===== config.mk =====
export PLATFORM = sky130hd
export DESIGN_NAME = chien_ctrl
export DESIGN_NICKNAME = d
export VERILOG_FILES = /design/src/rtl/gf_pkg.sv /design/src/rtl/chien_popcnt.sv /design/src/rtl/chien_ctrl.sv
export SDC_FILE = /design/constraint.sdc
export NUM_CORES = 1
export LEC_CHECK = 0
export CAP_MARGIN = 20
export CORE_UTILIZATION = 35
export CTS_BUF_LIST = sky130_fd_sc_hd__clkbuf_4
export CTS_CLUSTER_DIAMETER = 200
export DETAILED_ROUTE_END_ITERATION = 10
export GPL_ROUTABILITY_DRIVEN = 0
export PLACE_DENSITY = 0.62
export SYNTH_ARGS = -nofsm -noshare
export SYNTH_HDL_FRONTEND = slang
export SYNTH_SLANG_ARGS = --single-unit

===== constraint.sdc =====
create_clock -name clk -period 5.6 [get_ports clk]
set_input_delay 1.12 -clock clk [delete_from_list [all_inputs] [get_ports clk]]
set_output_delay 1.12 -clock clk [all_outputs]
set_load 0.02 [all_outputs]

===== src/rtl/gf_pkg.sv =====
// Shared RS decoder constants and Chien search controller types.
// Chien scan geometry: ROOTS_PER_CYCLE lanes over CYCLES_NUM__CHIEN beats.
package gf_pkg;

   localparam int unsigned T_LEN             = 16;
   localparam int unsigned LEN_WIDTH         = $clog2(T_LEN + 1);
   localparam int unsigned ROOTS_PER_CYCLE   = 32;
   localparam int unsigned ROOTS_NUM__CHIEN  = 254;
   localparam int unsigned CYCLES_NUM__CHIEN = 8;
   localparam int unsigned CNTR_WIDTH__CHIEN = 3;
   localparam int unsigned ROOT_CNT_WIDTH    = $clog2(ROOTS_NUM__CHIEN + 1);
   // Valid lanes in the final beat; the rest lie past the last candidate.
   localparam int unsigned LAST_LANES        =
      ROOTS_NUM__CHIEN - (CYCLES_NUM__CHIEN - 1) * ROOTS_PER_CYCLE;

   typedef enum logic [2:0] {
      IDLE,
      START,
      SCAN,
      DRAIN,
      DONE
   } chien_state_t;

endpackage


===== src/rtl/chien_popcnt.sv =====
// Combinational population count of one beat of Chien root-hit lanes,
// reduced as a balanced pairwise adder tree.
module chien_popcnt #(
   parameter int unsigned IN_W  = 32,
   parameter int unsigned OUT_W = 8
) (
   input  logic [IN_W-1:0]  bits,
   output logic [OUT_W-1:0] count
);

   localparam int unsigned LEAVES = 1 << $clog2(IN_W);

   function automatic logic [OUT_W-1:0] tree_sum(input logic [IN_W-1:0] v);
      logic [OUT_W-1:0] acc [LEAVES];
      for (int unsigned i = 0; i < LEAVES; i++) begin
         acc[i] = (i < IN_W) ? OUT_W'(v[i]) : '0;
      end
      // Each pass halves the live width; acc[j] only overwrites already-read slots.
      for (int unsigned w = LEAVES / 2; w > 0; w = w / 2) begin
         for (int unsigned j = 0; j < w; j++) begin
            acc[j] = acc[2*j] + acc[2*j+1];
         end
      end
      return acc[0];
   endfunction

   assign count = tree_sum(bits);

endmodule


===== src/rtl/chien_ctrl.sv =====
// Chien search sequencer: issues evaluator beats for one locator, collects
// root hits in order, and reports root count plus decode-failure flag.
module chien_ctrl
   import gf_pkg::*;
#(
   parameter int unsigned ROOTS_PER_CYCLE   = gf_pkg::ROOTS_PER_CYCLE,
   parameter int unsigned ROOTS_NUM__CHIEN  = gf_pkg::ROOTS_NUM__CHIEN,
   parameter int unsigned CYCLES_NUM__CHIEN = gf_pkg::CYCLES_NUM__CHIEN,
   parameter int unsigned CNTR_WIDTH__CHIEN = gf_pkg::CNTR_WIDTH__CHIEN
) (
   input  logic                         clk,
   input  logic                         rst,
   input  logic                         loc_valid,
   output logic                         loc_ready,
   input  logic [LEN_WIDTH-1:0]         loc_deg,
   output logic                         eval_start,
   output logic                         eval_en,
   output logic [CNTR_WIDTH__CHIEN-1:0] eval_cntr,
   input  logic                         eval_hit_valid,
   input  logic [ROOTS_PER_CYCLE-1:0]   eval_hit,
   output logic                         res_valid,
   input  logic                         res_ready,
   output logic [ROOT_CNT_WIDTH-1:0]    res_roots,
   output logic                         res_fail
);

   localparam int unsigned LAST_LANES_P =
      ROOTS_NUM__CHIEN - (CYCLES_NUM__CHIEN - 1) * ROOTS_PER_CYCLE;
   localparam logic [CNTR_WIDTH__CHIEN-1:0] LAST_BEAT =
      CNTR_WIDTH__CHIEN'(CYCLES_NUM__CHIEN - 1);
   localparam logic [ROOT_CNT_WIDTH:0] ROOT_MAX_X =
      (ROOT_CNT_WIDTH + 1)'(ROOTS_NUM__CHIEN);

   function automatic logic [ROOTS_PER_CYCLE-1:0] build_last_mask();
      logic [ROOTS_PER_CYCLE-1:0] m;
      m = '0;
      for (int unsigned l = 0; l < ROOTS_PER_CYCLE; l++) begin
         m[l] = (l < LAST_LANES_P);
      end
      return m;
   endfunction

   localparam logic [ROOTS_PER_CYCLE-1:0] LAST_MASK = build_last_mask();

   chien_state_t                 state;
   logic [LEN_WIDTH-1:0]         deg_q;
   logic [ROOT_CNT_WIDTH-1:0]    root_cnt;
   logic [CNTR_WIDTH__CHIEN-1:0] beat_cnt;
   logic [ROOTS_PER_CYCLE-1:0]   hit_masked;
   logic [ROOT_CNT_WIDTH-1:0]    hit_pop;
   logic [ROOT_CNT_WIDTH:0]      sum_x;
   logic [ROOT_CNT_WIDTH-1:0]    root_next;
   logic                         collect;
   logic                         last_beat;

   assign last_beat  = (beat_cnt == LAST_BEAT);
   assign hit_masked = last_beat ? (eval_hit & LAST_MASK) : eval_hit;
   assign collect    = eval_hit_valid && ((state == SCAN) || (state == DRAIN));

   chien_popcnt #(
      .IN_W  (ROOTS_PER_CYCLE),
      .OUT_W (ROOT_CNT_WIDTH)
   ) u_popcnt (
      .bits  (hit_masked),
      .count (hit_pop)
   );

   assign sum_x     = {1'b0, root_cnt} + {1'b0, hit_pop};
   assign root_next = (sum_x >= ROOT_MAX_X) ? ROOT_MAX_X[ROOT_CNT_WIDTH-1:0]
                                            : sum_x[ROOT_CNT_WIDTH-1:0];

   always_ff @(posedge clk or posedge rst) begin
      if (rst) begin
         state      <= IDLE;
         loc_ready  <= 1'b1;
         eval_start <= 1'b0;
         eval_en    <= 1'b0;
         eval_cntr  <= '0;
         res_valid  <= 1'b0;
         res_roots  <= '0;
         res_fail   <= 1'b0;
         deg_q      <= '0;
         root_cnt   <= '0;
         beat_cnt   <= '0;
      end else begin
         eval_start <= 1'b0;
         case (state)
            IDLE: begin
               if (loc_valid) begin
                  deg_q     <= loc_deg;
                  root_cnt  <= '0;
                  beat_cnt  <= '0;
                  loc_ready <= 1'b0;
                  if (loc_deg == '0) begin
                     state     <= DONE;
                     res_valid <= 1'b1;
                     res_roots <= '0;
                     res_fail  <= 1'b0;
                  end else begin
                     state      <= START;
                     eval_start <= 1'b1;
                  end
               end
            end
            START: begin
               state     <= SCAN;
               eval_en   <= 1'b1;
               eval_cntr <= '0;
            end
            SCAN, DRAIN: begin
               if (state == SCAN) begin
                  if (eval_cntr == LAST_BEAT) begin
                     state     <= DRAIN;
                     eval_en   <= 1'b0;
                     eval_cntr <= '0;
                  end else begin
                     eval_cntr <= eval_cntr + 1'b1;
                  end
               end
               // Final return beat overrides the SCAN->DRAIN step above.
               if (collect) begin
                  root_cnt <= root_next;
                  beat_cnt <= beat_cnt + 1'b1;
                  if (last_beat) begin
                     state     <= DONE;
                     eval_en   <= 1'b0;
                     eval_cntr <= '0;
                     res_valid <= 1'b1;
                     res_roots <= root_next;
                     res_fail  <= (root_next != ROOT_CNT_WIDTH'(deg_q));
                  end
               end
            end
            DONE: begin
               if (res_ready) begin
                  state     <= IDLE;
                  res_valid <= 1'b0;
                  loc_ready <= 1'b1;
               end
            end
            default: state <= IDLE;
         endcase
      end
   end

endmodule


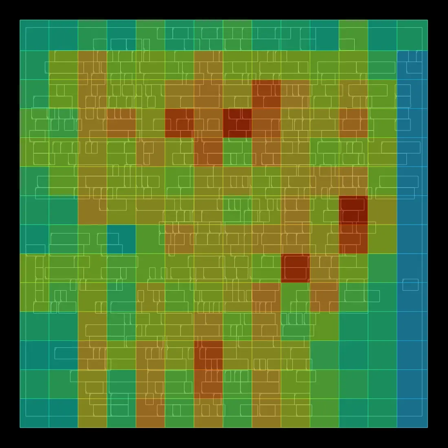
run_1/final_congestion.png
met1 GRT Util: 21.54%
Global Route Usage Sum: 15.99%
Final Util: 52.54%
met3 GRT Util: 2.601%

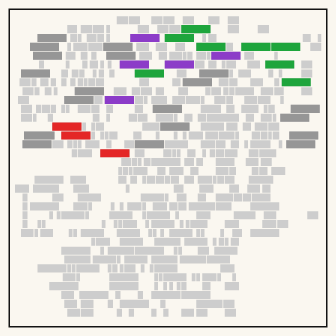
run_1/registers.png
Other sequential cells in the stronger gray, the rest of the logic in the fainter gray.
beat_cnt -> red  # placed flops 3
deg_q -> purple  # placed flops 5, where top center
res_roots -> green  # placed flops 8
not colored = 19

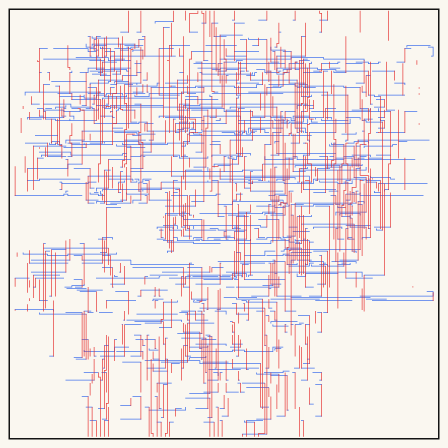
run_1/metal_stack.png
Only two layers are drawn.
met2 -> red  # wire length 3620 um
met1 -> blue  # wire length 3470 um
final wirelength: 7.275 mm
Vias: 2614

==> results_dict.tcl, run 1 <==
# flow metrics
set metrics [dict create \
    yosys.stat.seqShare_pct 27.77 \
    path_max_fanout 5 \
    grt_pass1_wl_mm 12.42 \
    largest_cell_class "logic gates" \
    cts_setup_buffers 3 \
    fin_area_sq_um 4582 \
    ff_type "dfrtp_1" \
    min_period_ps 6480 \
    dieHeight_um 96.99 \
    routed-wl-met2_mm 3.619 \
    drive_gt1_share_pct 36.47 \
    ys_warn_count 0 \
    ys_sh_mux_pct 2.417 \
    floorplan.nets 437 \
    drt-initial-drc-count 58 \
    setup_tns_ps -10460 \
    cts_root_buf "clkbuf_4" \
    slew_headroom_pct 55.01 \
    top_area_share_pct 26.94 \
    final.setup.worst_slack_ps -879.6 \
    clock_area_share_pct 1.256 \
    syn_avg_cell_area_sq_um 9.484 \
    area_delta_synth_final_pct 45.09 \
    first_global_vias 2738 \
    area_leaders "dfrtp_1, fa_1, ha_1" \
    status "finished, violations left" \
    violations "negative setup slack" \
    cts_hold_buffers 0 \
    die_w_um 96.99 \
    coreArea_sq_um 8721 \
    critPathKind "input pin to register" \
    cts.sinks 35 \
    max_freq_ghz 0.1543 \
    holdPathEnd "res_roots[0]" \
    dpl.hpwl_mm 5.809 \
    inverters 62 \
    port_buffers 57 \
    netlist_instances 333 \
    synth-area-yosys_sq_um 3158 \
    setup_viol 17 \
    xor_area_share_pct 2.773 \
    wl_per_cell_um 13.65 \
    hold_class "register to register" \
    hp-start "res_roots[0]" \
    maxSlewViolCount 0 \
    syn_area_sq_um 3158 \
    grt_max_degree 36 \
    ys_sh_simple_pct 12.92 \
    viasPerCell 4.904 \
]
-- run 1: critical path, stage by stage --
cell      delay (ps)
buf_6            100
ha_4             250
inv_2             30
fa_2             560
inv_2             50
fa_2             400
fa_1             450
fa_1             490
inv_1             40
fa_1             470
inv_1             40
ha_2             170
fa_2             350
a21o_1           180
a21o_1           210
ha_4             260
or4b_4           490
o311ai_2         100
and4b_4          300
a41oi_4          130
a311o_1          290
a31o_1           210
run_1/zoom.png
Window x 60 to 85, y 12 to 37 um. Cells in gray, sequential cells in the stronger gray; small squares are vias.
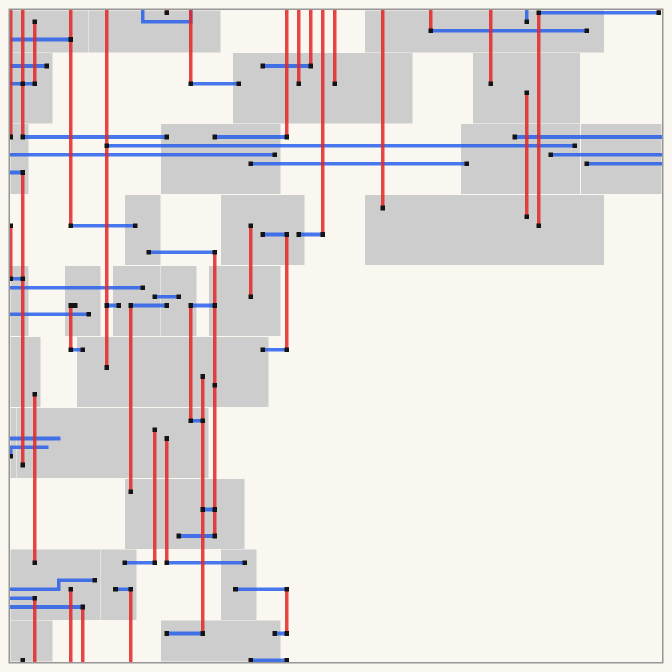

## Run 2: what changed since run 1
- CORE_UTILIZATION: 35 -> 50
- CTS_CLUSTER_SIZE: unset -> 8
- PLACE_DENSITY: 0.62 -> 0.83
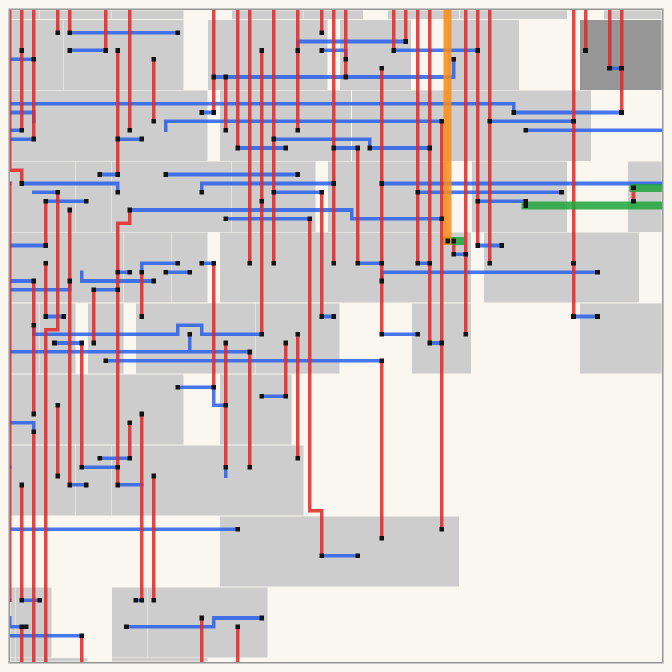
run_2/zoom.png
Window x 49 to 74, y 8 to 33 um. Cells in gray, sequential cells in the stronger gray; small squares are vias.
met3 -> green
met2 -> red
met4 -> orange
met1 -> blue
sequential cells in the window = 0
most frequent = ha_1 (6), inv_1 (5)
cells with their middle in the window = 31

==> results_dict.tcl, run 2 <==
# flow metrics
set metrics [dict create \
    cts.sinks 35 \
    cp_num_cells 22 \
    setup_viol 17 \
    crit_chain "buf_6, ha_4, fa_1, inv_2, fa_1, inv_2, fa_2, fa_1, inv_1, fa_1, inv_2, ha_4, fa_2, a21o_1, a21o_1, ha_4, or4b_4, o311ai_4, and4b_4, a41oi_4, a311o_1, a31o_1" \
    ys_sh_mux_pct 2.417 \
    xor_area_share_pct 2.773 \
    cts_hold_buffers 0 \
    tightest_slew_ps 669.2 \
    drive_gt1_share_pct 35.05 \
    ys_warn_count 0 \
    port_buffers 57 \
    wl_per_cell_um 14.97 \
    maxSlewViolCount 0 \
    dpl.hpwl_mm 5.601 \
    dieHeight_um 81.48 \
    ys_sh_simple_pct 12.92 \
    fin_area_sq_um 4486 \
    crit_buf_inv 5 \
    drc_errors 0 \
    wl_mm 7.529 \
    use_met1_pct 29.81 \
    routed-wl-met2_mm 3.941 \
    period_used_pct 117.9 \
    hold_class "register to register" \
    cts_setup_buffers 6 \
    slowest_delay_ps 550 \
    critPathKind "input pin to register" \
    max_freq_ghz 0.1515 \
    min_period_ps 6601 \
    coreArea_sq_um 5991 \
    status "finished, violations left" \
    grt-busiest-layer "met2" \
    ff_type "dfrtp_1" \
    crit_start "eval_hit[20]" \
    grt_max_degree 36 \
    syn_avg_cell_area_sq_um 9.484 \
    violations "negative setup slack" \
    holdPathEnd "res_roots[4]" \
    syn_area_sq_um 3158 \
    cts_root_buf "clkbuf_4" \
    top_area_share_pct 26.94 \
    aoi_share_pct 14.94 \
    endpoint "res_fail" \
    cpLargestDelayFamily "adder cells" \
    synth-area-yosys_sq_um 3158 \
    floorplan.nets 437 \
    route.vias.total 2716 \
    die_w_um 81.48 \
    netlist_instances 333 \
    met3_usage_pct 4.667 \
    crit_path_frequent_cell "fa_1" \
    viasPerCell 5.400 \
    hp-start "res_roots[4]" \
    setup_tns_ps -12220 \
    area_leaders "dfrtp_1, fa_1, ha_1" \
    slew_headroom_pct 55.28 \
    final.setup.worst_slack_ps -1001 \
    yosys.stat.seqShare_pct 27.77 \
    crit_slowest_cell "fa_1" \
    area_delta_synth_final_pct 42.04 \
    numCtsBuffers 5 \
]
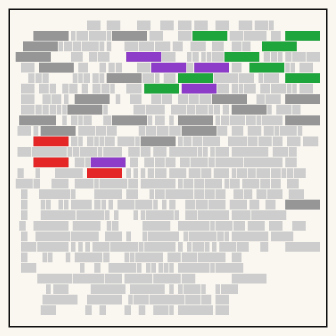
run_2/registers.png
Other sequential cells in the stronger gray, the rest of the logic in the fainter gray.
res_roots -> green  # placed flops 8
beat_cnt -> red  # placed flops 3
deg_q -> purple  # placed flops 5, where top center
not colored = 19
Seq. cell area: 877.1 sq um
Seq/total area: 19.55%
Final Util: 74.87%

[run 2: cell types whose count changed in the layout (fill, tap and decap cells not counted), moves of 3 or more]
cell      delta
buf_2        +5
clkbuf_2     -3
buf_4        +6
buf_6        -3
inv_1        -4
inv_2        +5
[run 2: layout make-up]
class	instances	area [sq um]	area share, %
clock buffer	5	37.54	0.8368
clock inverter	2	8.758	0.1953
inverter	62	232.7	5.188
multi-input combinational	229	2422	54.00
sequential	35	877.1	19.55
tap	75	93.84	2.092
timing repair buffer	95	813.3	18.13
